===== src/rtl/intersection_scheduler.sv =====
// Two-axis intersection phase scheduler: green/yellow/left/yellow/all-red per axis, pedestrian walk
// for the stopped axis, emergency preemption. Define PED_DEMAND_EN to grant walk only on request.
module intersection_scheduler #(
    parameter int unsigned T_GREEN  = 20,
    parameter int unsigned T_YELLOW = 2,
    parameter int unsigned T_LEFT   = 10,
    parameter int unsigned T_ALLRED = 2,
    parameter int unsigned T_WALK   = 14,
    parameter int unsigned T_FLASH  = 6,
    parameter int unsigned CW       = 7
) (
    input  logic       clk,
    input  logic       reset_n,
    input  logic       i_start,
    input  logic       i_tick,
    input  logic [3:0] i_ped_req,
    input  logic       i_emg_req,
    input  logic       i_emg_axis,
    output logic [3:0] o_e_ct,
    output logic [3:0] o_w_ct,
    output logic [3:0] o_s_ct,
    output logic [3:0] o_n_ct,
    output logic [1:0] o_e_wt,
    output logic [1:0] o_w_wt,
    output logic [1:0] o_s_wt,
    output logic [1:0] o_n_wt,
    output logic       o_axis,
    output logic [3:0] o_ped_pending
);

    typedef enum logic [2:0] {S_IDLE, S_GREEN, S_YEL1, S_LEFT, S_YEL2, S_ALLRED} state_t;

    localparam logic [3:0] CT_GREEN  = 4'b0001;
    localparam logic [3:0] CT_LEFT   = 4'b0010;
    localparam logic [3:0] CT_YELLOW = 4'b0100;
    localparam logic [3:0] CT_RED    = 4'b1000;
    localparam logic [1:0] WT_GREEN  = 2'b01;
    localparam logic [1:0] WT_RED    = 2'b10;
    localparam logic [1:0] WT_DARK   = 2'b00;
    localparam logic [CW-1:0] WALK_STEADY = CW'(T_WALK - T_FLASH);
    localparam logic [CW-1:0] WALK_END    = CW'(T_WALK);

    state_t          r_state;
    logic            r_axis;
    logic [CW-1:0]   r_cnt;
    logic            r_walk;
    logic [3:0]      r_pend;

    logic [CW-1:0]   phase_last;
    logic            phase_end;
    logic            emg_other;
    logic            emg_same;
    logic            enter_green;
    logic            next_axis;
    logic [3:0]      stop_mask;
    logic            grant;
    logic [3:0]      ped_clear;

    // Last count value of the current phase
    always_comb begin
        phase_last = '0;
        case (r_state)
            S_GREEN:        phase_last = CW'(T_GREEN - 1);
            S_YEL1, S_YEL2: phase_last = CW'(T_YELLOW - 1);
            S_LEFT:         phase_last = CW'(T_LEFT - 1);
            S_ALLRED:       phase_last = CW'(T_ALLRED - 1);
            default:        phase_last = '0;
        endcase
    end

    assign phase_end = (r_cnt == phase_last);
    assign emg_other = i_emg_req && (i_emg_axis != r_axis);
    assign emg_same  = i_emg_req && (i_emg_axis == r_axis);

    // GREEN entry happens from IDLE on start, or at the end of ALLRED
    always_comb begin
        enter_green = 1'b0;
        next_axis   = r_axis;
        if (i_start) begin
            if (r_state == S_IDLE) begin
                enter_green = 1'b1;
                next_axis   = 1'b0;
            end else if (i_tick && r_state == S_ALLRED && phase_end) begin
                enter_green = 1'b1;
                next_axis   = emg_same ? r_axis : ~r_axis;
            end
        end
    end

    assign stop_mask = next_axis ? 4'b0011 : 4'b1100;
`ifdef PED_DEMAND_EN
    assign grant = |(r_pend & stop_mask);
`else
    assign grant = 1'b1;
`endif
    assign ped_clear = (enter_green && grant) ? stop_mask : 4'b0000;

    always_ff @(posedge clk or negedge reset_n) begin
        if (!reset_n) begin
            r_state <= S_IDLE;
            r_cnt   <= '0;
            r_axis  <= 1'b0;
            r_walk  <= 1'b0;
            r_pend  <= 4'b0000;
        end else begin
            r_pend <= (r_pend | i_ped_req) & ~ped_clear;
            if (!i_start) begin
                r_state <= S_IDLE;
                r_cnt   <= '0;
                r_axis  <= 1'b0;
                r_walk  <= 1'b0;
            end else if (enter_green) begin
                r_state <= S_GREEN;
                r_cnt   <= '0;
                r_axis  <= next_axis;
                r_walk  <= grant;
            end else if (i_tick) begin
                case (r_state)
                    S_GREEN, S_YEL1, S_LEFT: begin
                        if (emg_other) begin
                            r_state <= S_YEL2;
                            r_cnt   <= '0;
                        end else if (r_state == S_GREEN && emg_same) begin
                            r_cnt <= r_cnt;
                        end else if (phase_end) begin
                            r_cnt <= '0;
                            if (r_state == S_GREEN)     r_state <= S_YEL1;
                            else if (r_state == S_YEL1) r_state <= S_LEFT;
                            else                        r_state <= S_YEL2;
                        end else begin
                            r_cnt <= r_cnt + CW'(1);
                        end
                    end
                    S_YEL2: begin
                        if (phase_end) begin
                            r_state <= S_ALLRED;
                            r_cnt   <= '0;
                        end else begin
                            r_cnt <= r_cnt + CW'(1);
                        end
                    end
                    S_ALLRED: r_cnt <= r_cnt + CW'(1);
                    default:  r_state <= S_IDLE;
                endcase
            end
        end
    end

    logic [3:0] act_ct;
    logic [3:0] stop_ct;
    logic [1:0] act_wt;
    logic [1:0] stop_wt;
    logic       flash_odd;

    assign flash_odd = r_cnt[0] ^ WALK_STEADY[0];

    // Light decode of the registered phase; emergency forces walkers to red immediately
    always_comb begin
        act_ct  = 4'b0000;
        stop_ct = 4'b0000;
        act_wt  = WT_DARK;
        stop_wt = WT_DARK;
        case (r_state)
            S_GREEN:        begin act_ct = CT_GREEN;  stop_ct = CT_RED; end
            S_YEL1, S_YEL2: begin act_ct = CT_YELLOW; stop_ct = CT_RED; end
            S_LEFT:         begin act_ct = CT_LEFT;   stop_ct = CT_RED; end
            S_ALLRED:       begin act_ct = CT_RED;    stop_ct = CT_RED; end
            default:        ;
        endcase
        if (r_state != S_IDLE) begin
            act_wt  = WT_RED;
            stop_wt = WT_RED;
            if (r_state == S_GREEN && r_walk && !i_emg_req) begin
                if (r_cnt < WALK_STEADY)   stop_wt = WT_GREEN;
                else if (r_cnt < WALK_END) stop_wt = flash_odd ? WT_GREEN : WT_DARK;
            end
        end
    end

    assign o_e_ct        = r_axis ? stop_ct : act_ct;
    assign o_w_ct        = r_axis ? stop_ct : act_ct;
    assign o_s_ct        = r_axis ? act_ct  : stop_ct;
    assign o_n_ct        = r_axis ? act_ct  : stop_ct;
    assign o_e_wt        = r_axis ? stop_wt : act_wt;
    assign o_w_wt        = r_axis ? stop_wt : act_wt;
    assign o_s_wt        = r_axis ? act_wt  : stop_wt;
    assign o_n_wt        = r_axis ? act_wt  : stop_wt;
    assign o_axis        = r_axis;
    assign o_ped_pending = r_pend;

endmodule


===== config.mk =====
export PLATFORM = sky130hd
export DESIGN_NAME = intersection_scheduler
export DESIGN_NICKNAME = d
export VERILOG_FILES = /design/src/rtl/intersection_scheduler.sv
export SDC_FILE = /design/constraint.sdc
export NUM_CORES = 1
export LEC_CHECK = 0
export ABC_AREA = 0
export CAP_MARGIN = 5
export CELL_PAD_IN_SITES_DETAIL_PLACEMENT = 0
export CELL_PAD_IN_SITES_GLOBAL_PLACEMENT = 1
export CORE_MARGIN = 5
export CORE_UTILIZATION = 35
export CTS_BUF_LIST = sky130_fd_sc_hd__clkbuf_8
export DETAILED_ROUTE_END_ITERATION = 8
export PLACE_DENSITY = 0.79
export SYNTH_ARGS = -nofsm -noshare
export SYNTH_HDL_FRONTEND = slang
export SYNTH_SLANG_ARGS = --single-unit

===== constraint.sdc =====
create_clock -name clk -period 3.3 [get_ports clk]
set_input_delay 0.99 -clock clk [delete_from_list [all_inputs] [get_ports clk]]
set_output_delay 0.99 -clock clk [all_outputs]
set_load 0.01 [all_outputs]

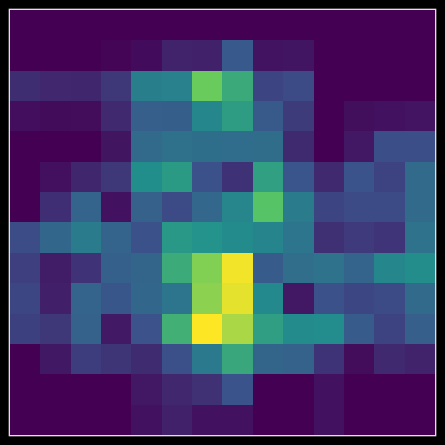
**Above:** wire density map.
Scale: 6 px per um. 14 x 14 tiles, from dark purple (low) to yellow (high), scaled to the fullest tile. Values are wire area over tile area, all layers added.
- emptiest ninth of the die: upper right
- mean over tiles: 0.11
- nearly empty tiles: 27%
- densest ninth of the die: center
- tiles over half the peak: 9.2%
- fullest tile: 0.53

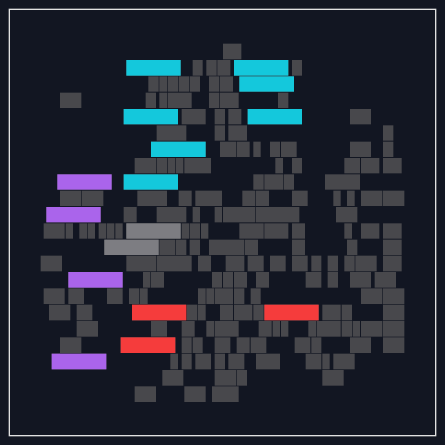
**Above:** sequential cells colored by netlist name.
Scale: 6 px per um. Other sequential cells in the stronger gray, the rest of the logic in the fainter gray.
- `o_ped_pending`: purple (placed flops 4; where middle left)
- `r_cnt`: cyan (placed flops 7)
- `r_state`: red (placed flops 3)
FF/Latch Area: 400 sq um
Power Sequential: 0.261 mW
flop share of the area: 0.230

==> results.toml <==
# physical design summary
[worst_setup_path]
cpLargestDelayFamily = "buffers and inverters"
crit_buf_inv = 2
criticalPathCategory = "flip-flop to primary output"

[global_route]
met2_usage = 0.226
gr-total-overflow = 0

[floorplanning]
initCoreUtil = 0.356

[outcome]
status = "finished, final reports clean"

[sta]
slew_headroom = 0.495
finalCriticalPeriod_ns = 2.94

[finish]
stdcell_area_sq_um = 1740
diodes = 0
nets = 205

[hold_path]
holdPathStages = 1

[synth]
edf_count = 0
syn_inst = 159
most_common_cell = "dfrtp_1"
ys_sh_mux = 0.0338
yosysCellCount = 159
synthSimpleGateAreaFrac = 0.270
logic_family = "simple AND/OR/NAND/NOR gates"
topCellsByArea = "dfrtp_1 31%, buf_4 7.0%, nor3_1 5.4%"
synth_nets = 171
syn_area_per_cell_sq_um = 8.14
yosys_area_sq_um = 1290

[power]
combPwrFrac = 0.605
power_switching_mw = 0.454
power-top-group = "combinational cells"
swShare = 0.411

[detailed_routing]
first_pass_iters = 4
dr_wl_met3_um = 296

[placement]
port-buffer-count = 38
dp_hpwl_um = 2650

[cts]
cts_buffers = 3
htreeDepth = 1
postCtsSetupBuffers = 1
clockBufferDepth = 2

[run]
log.warning_count = 26
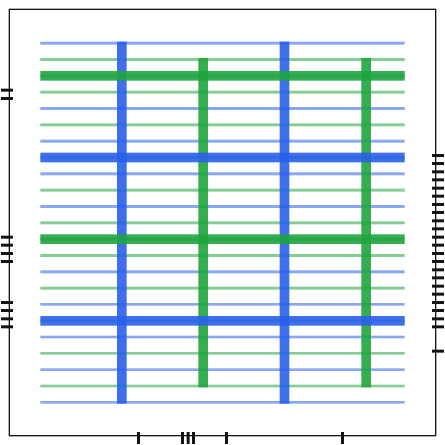
**Above:** floorplan with the power grid.
Scale: 6 px per um. Pins as bars on the die edge.
- VSS: blue
- VDD: green
- rows: 22
- met1 rails: 23
- met5 straps: 4
- signal pins: 39
- met4 straps: 4
height of the die: 70.8 um
Chip Width: 70.8 um
Peak VDD IR: 250 uV
total core area: 3630 sq um

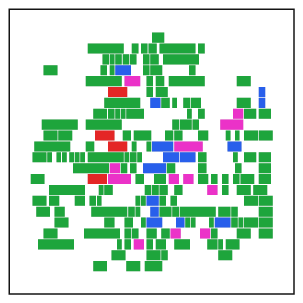
**Above:** drive-strength map.
Scale: 4 px per um.
- drive 2: blue (cells 14; share 7.3%)
- drive 6 and up: red (cells 4; share 2.1%)
- drive 3 to 4: magenta (cells 12; share 6.3%)
- drive 1 or less: green (cells 162; share 84%)
Non-CTS buffers: 46
area delta synth->final: 34.5%

flip-flops by register name, indices dropped and copies added, names as in the netlist:
register       flops
o_axis             1
o_ped_pending      4
r_cnt              7
r_state            3
r_walk             1
layout make-up:
type,instances,area (sq um)
Multi-Input combinational cell,120,778
Fill cell,375,1890
Sequential cell,16,400
Timing Repair Buffer,46,425
Clock buffer,4,55.1
Inverter,6,22.5
Tap cell,48,60.1
stage by stage:
step / hold slack (ns) / util / std cells / worst slack [ns] / setup TNS, ns
global placement: 0.463 / 0.462 / 235 / -0.259 / -1.72
finish: 0.490 / 0.479 / 240 / 0.360 / 0
CTS: 0.495 / 0.477 / 240 / 0.00830 / 0
detailed placement: 0.481 / 0.462 / 235 / -0.322 / -2.02
global route: 0.501 / 0.479 / 240 / 0.193 / 0
floorplan: 0.516 / - / 159 / 0.445 / 0
Power is estimated from default activity; no workload was simulated.
